[src/rtl/fetch_ctrl_pkg.sv]
// Shared definitions for the instruction fetch controller.
//   fetch_state_e    : controller states
//   PC_RESET_DEFAULT : default first fetch address after reset
//   ibus_req_t       : instruction-bus request (valid + address)
//   ibus_resp_t      : instruction-bus response (data_ok + word)
//   next_seq_pc      : sequential successor of a fetch address
package fetch_ctrl_pkg;

    localparam logic [63:0] PC_RESET_DEFAULT = 64'h0000_0000_8000_0000;

    typedef enum logic [1:0] {
        ST_FETCH = 2'd0,
        ST_HOLD  = 2'd1,
        ST_FLUSH = 2'd2
    } fetch_state_e;

    typedef struct packed {
        logic        valid;
        logic [63:0] addr;
    } ibus_req_t;

    typedef struct packed {
        logic        data_ok;
        logic [31:0] data;
    } ibus_resp_t;

    // Wraps modulo 2^64 by construction of the 64-bit add.
    function automatic logic [63:0] next_seq_pc(input logic [63:0] cur_pc);
        return cur_pc + 64'd4;
    endfunction

endpackage

[src/rtl/fetch_ctrl.sv]
// Instruction fetch controller: one outstanding request on the instruction
// bus, a single-entry output register handed to the fetch stage, and
// redirect handling that never withdraws an issued request.
//
// Ports
//   clk, reset                 : clock, async active-high reset
//   ireq_valid, ireq_addr      : instruction-bus request
//   iresp_data_ok, iresp_data  : instruction-bus response
//   redirect_valid, redirect_pc: branch/jump/exception redirect
//   out_ready                  : downstream accepts the held instruction
//   out_valid, raw_instr, pc   : held instruction and its address
//   fetch_cnt                  : instructions handed over (wraps)
//
// state | meaning
// ------+-------------------------------------------------------------
// FETCH | request at pc_q outstanding, waiting for data_ok
// HOLD  | word held in output register, waiting for out_ready
// FLUSH | redirected while request in flight; drain it, then jump
module fetch_ctrl
    import fetch_ctrl_pkg::*;
#(
    parameter logic [63:0] PC_RESET = PC_RESET_DEFAULT
) (
    input  logic        clk,
    input  logic        reset,
    output logic        ireq_valid,
    output logic [63:0] ireq_addr,
    input  logic        iresp_data_ok,
    input  logic [31:0] iresp_data,
    input  logic        redirect_valid,
    input  logic [63:0] redirect_pc,
    input  logic        out_ready,
    output logic        out_valid,
    output logic [31:0] raw_instr,
    output logic [63:0] pc,
    output logic [63:0] fetch_cnt
);

    fetch_state_e state_q, state_d;
    logic [63:0]  pc_q, pc_d;
    logic [63:0]  target_q, target_d;
    logic [31:0]  raw_instr_q, raw_instr_d;
    logic [63:0]  pc_out_q, pc_out_d;
    logic [63:0]  fetch_cnt_q, fetch_cnt_d;

    ibus_req_t  ireq;
    ibus_resp_t iresp;

    assign iresp.data_ok = iresp_data_ok;
    assign iresp.data    = iresp_data;

    // The request is a function of state only, so address and valid stay
    // stable until the response arrives. It is gated by reset so that a
    // reset mid-request abandons the bus transaction immediately.
    assign ireq.valid = ~reset & (state_q != ST_HOLD);
    assign ireq.addr  = pc_q;

    assign ireq_valid = ireq.valid;
    assign ireq_addr  = ireq.addr;
    assign out_valid  = (state_q == ST_HOLD);
    assign raw_instr  = raw_instr_q;
    assign pc         = pc_out_q;
    assign fetch_cnt  = fetch_cnt_q;

    always_ff @(posedge clk or posedge reset) begin
        if (reset) begin
            state_q     <= ST_FETCH;
            pc_q        <= PC_RESET;
            target_q    <= '0;
            raw_instr_q <= '0;
            pc_out_q    <= '0;
            fetch_cnt_q <= '0;
        end else begin
            state_q     <= state_d;
            pc_q        <= pc_d;
            target_q    <= target_d;
            raw_instr_q <= raw_instr_d;
            pc_out_q    <= pc_out_d;
            fetch_cnt_q <= fetch_cnt_d;
        end
    end

    always_comb begin
        state_d     = state_q;
        pc_d        = pc_q;
        target_d    = target_q;
        raw_instr_d = raw_instr_q;
        pc_out_d    = pc_out_q;
        fetch_cnt_d = fetch_cnt_q;

        case (state_q)
            ST_FETCH: begin
                if (redirect_valid && iresp.data_ok) begin
                    // Response already back: drop it and refetch at once.
                    pc_d = redirect_pc;
                end else if (redirect_valid) begin
                    target_d = redirect_pc;
                    state_d  = ST_FLUSH;
                end else if (iresp.data_ok) begin
                    raw_instr_d = iresp.data;
                    pc_out_d    = pc_q;
                    state_d     = ST_HOLD;
                end
            end
            ST_HOLD: begin
                // Redirect wins over out_ready: the held word is wrong-path.
                if (redirect_valid) begin
                    pc_d    = redirect_pc;
                    state_d = ST_FETCH;
                end else if (out_ready) begin
                    pc_d        = next_seq_pc(pc_q);
                    fetch_cnt_d = fetch_cnt_q + 64'd1;
                    state_d     = ST_FETCH;
                end
            end
            ST_FLUSH: begin
                if (iresp.data_ok) begin
                    pc_d    = redirect_valid ? redirect_pc : target_q;
                    state_d = ST_FETCH;
                end else if (redirect_valid) begin
                    target_d = redirect_pc;
                end
            end
            default: begin
                state_d = ST_FETCH;
            end
        endcase
    end

endmodule

[config.mk]
export PLATFORM = sky130hd
export DESIGN_NAME = fetch_ctrl
export DESIGN_NICKNAME = d
export VERILOG_FILES = /design/src/rtl/fetch_ctrl_pkg.sv /design/src/rtl/fetch_ctrl.sv
export SDC_FILE = /design/constraint.sdc
export NUM_CORES = 1
export LEC_CHECK = 0
export ABC_AREA = 1
export CORE_UTILIZATION = 33
export CTS_CLUSTER_DIAMETER = 50
export DETAILED_ROUTE_END_ITERATION = 6
export GPL_ROUTABILITY_DRIVEN = 0
export MAX_ROUTING_LAYER = met4
export PLACE_DENSITY = 0.53
export REMOVE_ABC_BUFFERS = 1
export SYNTH_ARGS = -nofsm -noshare
export SYNTH_HDL_FRONTEND = slang
export SYNTH_SLANG_ARGS = --single-unit
[constraint.sdc]
create_clock -name clk -period 14.43 [get_ports clk]
set_input_delay 2.886 -clock clk [delete_from_list [all_inputs] [get_ports clk]]
set_output_delay 2.886 -clock clk [all_outputs]
set_load 0.05 [all_outputs]
### Track usage over the die

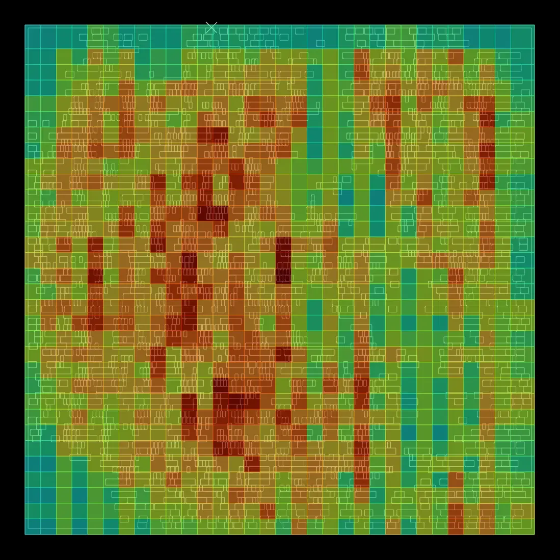
Routed wire per std cell: 18.11 microns
met3 track demand over resource in global routing: 5.421%
routing layer with the top usage in global route: met2
global-route met1 utilization: 30.98%
total global-route track usage: 23.99%

### Wire density map

Scale bar: 50 microns. The die is cut into 22 by 22 equal tiles; dark purple is low, yellow is high, scaled to the fullest tile. Values are wire area over tile area, all layers added.
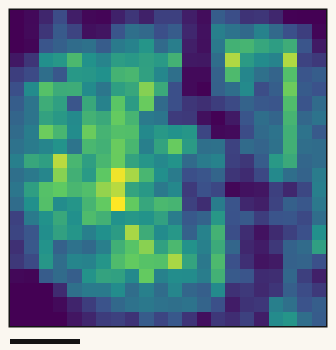
fullest tile	0.51
densest ninth of the die	left middle
emptiest ninth of the die	bottom right
mean over tiles	0.19
tiles over half the peak	29%
nearly empty tiles	4.8%
wirelength, routed: 58750 microns
vias after detailed routing: 15948

-- layout by cell type (no fill, tap or decap), drive strengths merged, types with 6 or more instances in the layout --
cell type,netlist,layout
o22ai,7,7
nand2,756,756
clkinv,1,11
mux2,39,39
xnor2,20,20
clkdlybuf4s50,0,325
buf,28,15
xor2,57,57
dfrtp,289,289
ha,6,6
nor2,263,263
a21oi,64,64
inv,222,226
nand4,35,35
clkbuf,62,60
nor3,33,33
o21ai,276,276
o211ai,8,8
nand3,55,55
-- report_power, final --
| group | internal (W) | switching, W |
|---|---|---|
| sequential | 0.00113 | 0.000277 |
| clock | 0.000718 | 0.000420 |
| combinational | 0.000798 | 0.00180 |
| total | 0.00265 | 0.00250 |
==> flow_results.xml <==
<?xml version="1.0" encoding="UTF-8"?>
<metrics>
  <group name="finish">
    <metric name="finalCoreUtilization" unit="%">44.55</metric>
    <metric name="layout.cell_area.non_filler" unit="sq um">21760</metric>
    <metric name="layout.non_clock_buffers" unit="">340</metric>
    <metric name="final_nets" unit="">2648</metric>
    <metric name="multi_input_comb_cells" unit="">1641</metric>
    <metric name="num-clock-buffers" unit="">60</metric>
    <metric name="largestClassByArea" unit="">combinational gates</metric>
    <metric name="clk_share" unit="%">7.176</metric>
  </group>
  <group name="pwr">
    <metric name="p_total" unit="W">0.005143</metric>
    <metric name="power.density_cell_area" unit="nW/um^2">236.3</metric>
    <metric name="ir_worst_vdd" unit="mV">0.1842</metric>
  </group>
  <group name="worst_setup_path">
    <metric name="r2r.worst_path.cells" unit="">7</metric>
    <metric name="reg2reg_from" unit="">state_q[0]$_DFFE_PP0P_</metric>
    <metric name="ff2ff_setup_slack" unit="ps">10840</metric>
    <metric name="cp_top_family" unit="">buffers and inverters</metric>
    <metric name="timing.critical_path.to_type" unit="">output port</metric>
    <metric name="endpoint" unit="">ireq_valid</metric>
    <metric name="r2r_end" unit="">target_q[31]$_DFFE_PP0P_</metric>
    <metric name="crit_start" unit="">reset</metric>
  </group>
  <group name="yosys">
    <metric name="post_synth_most_frequent_cells" unit="">nand2_1 (752), dfrtp_1 (289), o21ai_0 (270), nor2_1 (247), inv_1 (218)</metric>
    <metric name="synth.largest_area_cell" unit="">dfrtp_1</metric>
    <metric name="async_reset_ff_share" unit="%">100.0</metric>
    <metric name="xor_area_share" unit="%">4.133</metric>
    <metric name="topCellsByArea" unit="">dfrtp_1 (44%), nand2_1 (17%), o21ai_0 (8.3%)</metric>
    <metric name="flop_cell" unit="">dfrtp_1</metric>
    <metric name="ys.flops" unit="">290</metric>
    <metric name="yosys_cells" unit="">2244</metric>
    <metric name="synth_largest_type_area_fraction" unit="%">44.32</metric>
    <metric name="ys_chip_area" unit="sq um">16320</metric>
    <metric name="adder_share_synth" unit="%">0.4601</metric>
    <metric name="ys.warnings.count" unit="">0</metric>
  </group>
  <group name="detailed_routing">
    <metric name="drt_first_iter_violations" unit="">1208</metric>
    <metric name="route.antenna.remaining_nets" unit="">0</metric>
    <metric name="drc" unit="">2</metric>
    <metric name="wirelength_met1" unit="microns">26290</metric>
    <metric name="top_layer_used" unit="">met4</metric>
  </group>
  <group name="final_timing">
    <metric name="final-setup-viol-count" unit="">0</metric>
    <metric name="min_period" unit="ps">7214</metric>
    <metric name="whs" unit="ps">479.1</metric>
    <metric name="finalSetupTns" unit="ps">0</metric>
    <metric name="slew_violations" unit="">0</metric>
    <metric name="finClkSkew" unit="ps">20.01</metric>
    <metric name="hold_violations" unit="">0</metric>
    <metric name="worstMarginPinSlew" unit="ps">1147</metric>
  </group>
  <group name="clock_tree">
    <metric name="cts.htree.levels" unit="">2</metric>
    <metric name="cts-root-buf" unit="">clkbuf_16</metric>
    <metric name="cts.repair_timing.setup_buffer_count" unit="">0</metric>
    <metric name="cts.sinks" unit="">290</metric>
    <metric name="tritoncts_clock_tree" unit="">yes</metric>
    <metric name="cts_resized" unit="">0</metric>
    <metric name="worst_setup_hold_path_clk_slew" unit="ps">50</metric>
  </group>
  <group name="global_routing">
    <metric name="grt_antenna_before_repair" unit="">3</metric>
    <metric name="largest_net_degree_at_the_start_of_global_routing" unit="">93</metric>
    <metric name="grt_pass1_vias" unit="">15510</metric>
    <metric name="met2_demand_to_capacity_share_in_global_routing" unit="%">36.41</metric>
  </group>
  <group name="floorplan">
    <metric name="die_area" unit="sq um">50340</metric>
    <metric name="taps" unit="">664</metric>
    <metric name="fp_util" unit="%">33.40</metric>
    <metric name="die_h" unit="microns">224.4</metric>
    <metric name="width_of_the_die" unit="microns">224.4</metric>
  </group>
  <group name="placed_design">
    <metric name="placement.io_buffers" unit="">326</metric>
    <metric name="detailedPlace.worstSlack" unit="ps">7218</metric>
    <metric name="post-place-cells" unit="">3158</metric>
  </group>
  <group name="outcome">
    <metric name="run_status" unit="">finished, violations left</metric>
    <metric name="violations" unit="">DRC</metric>
  </group>
</metrics>
Power figures rest on the tool's default switching activity, not on a simulated workload.
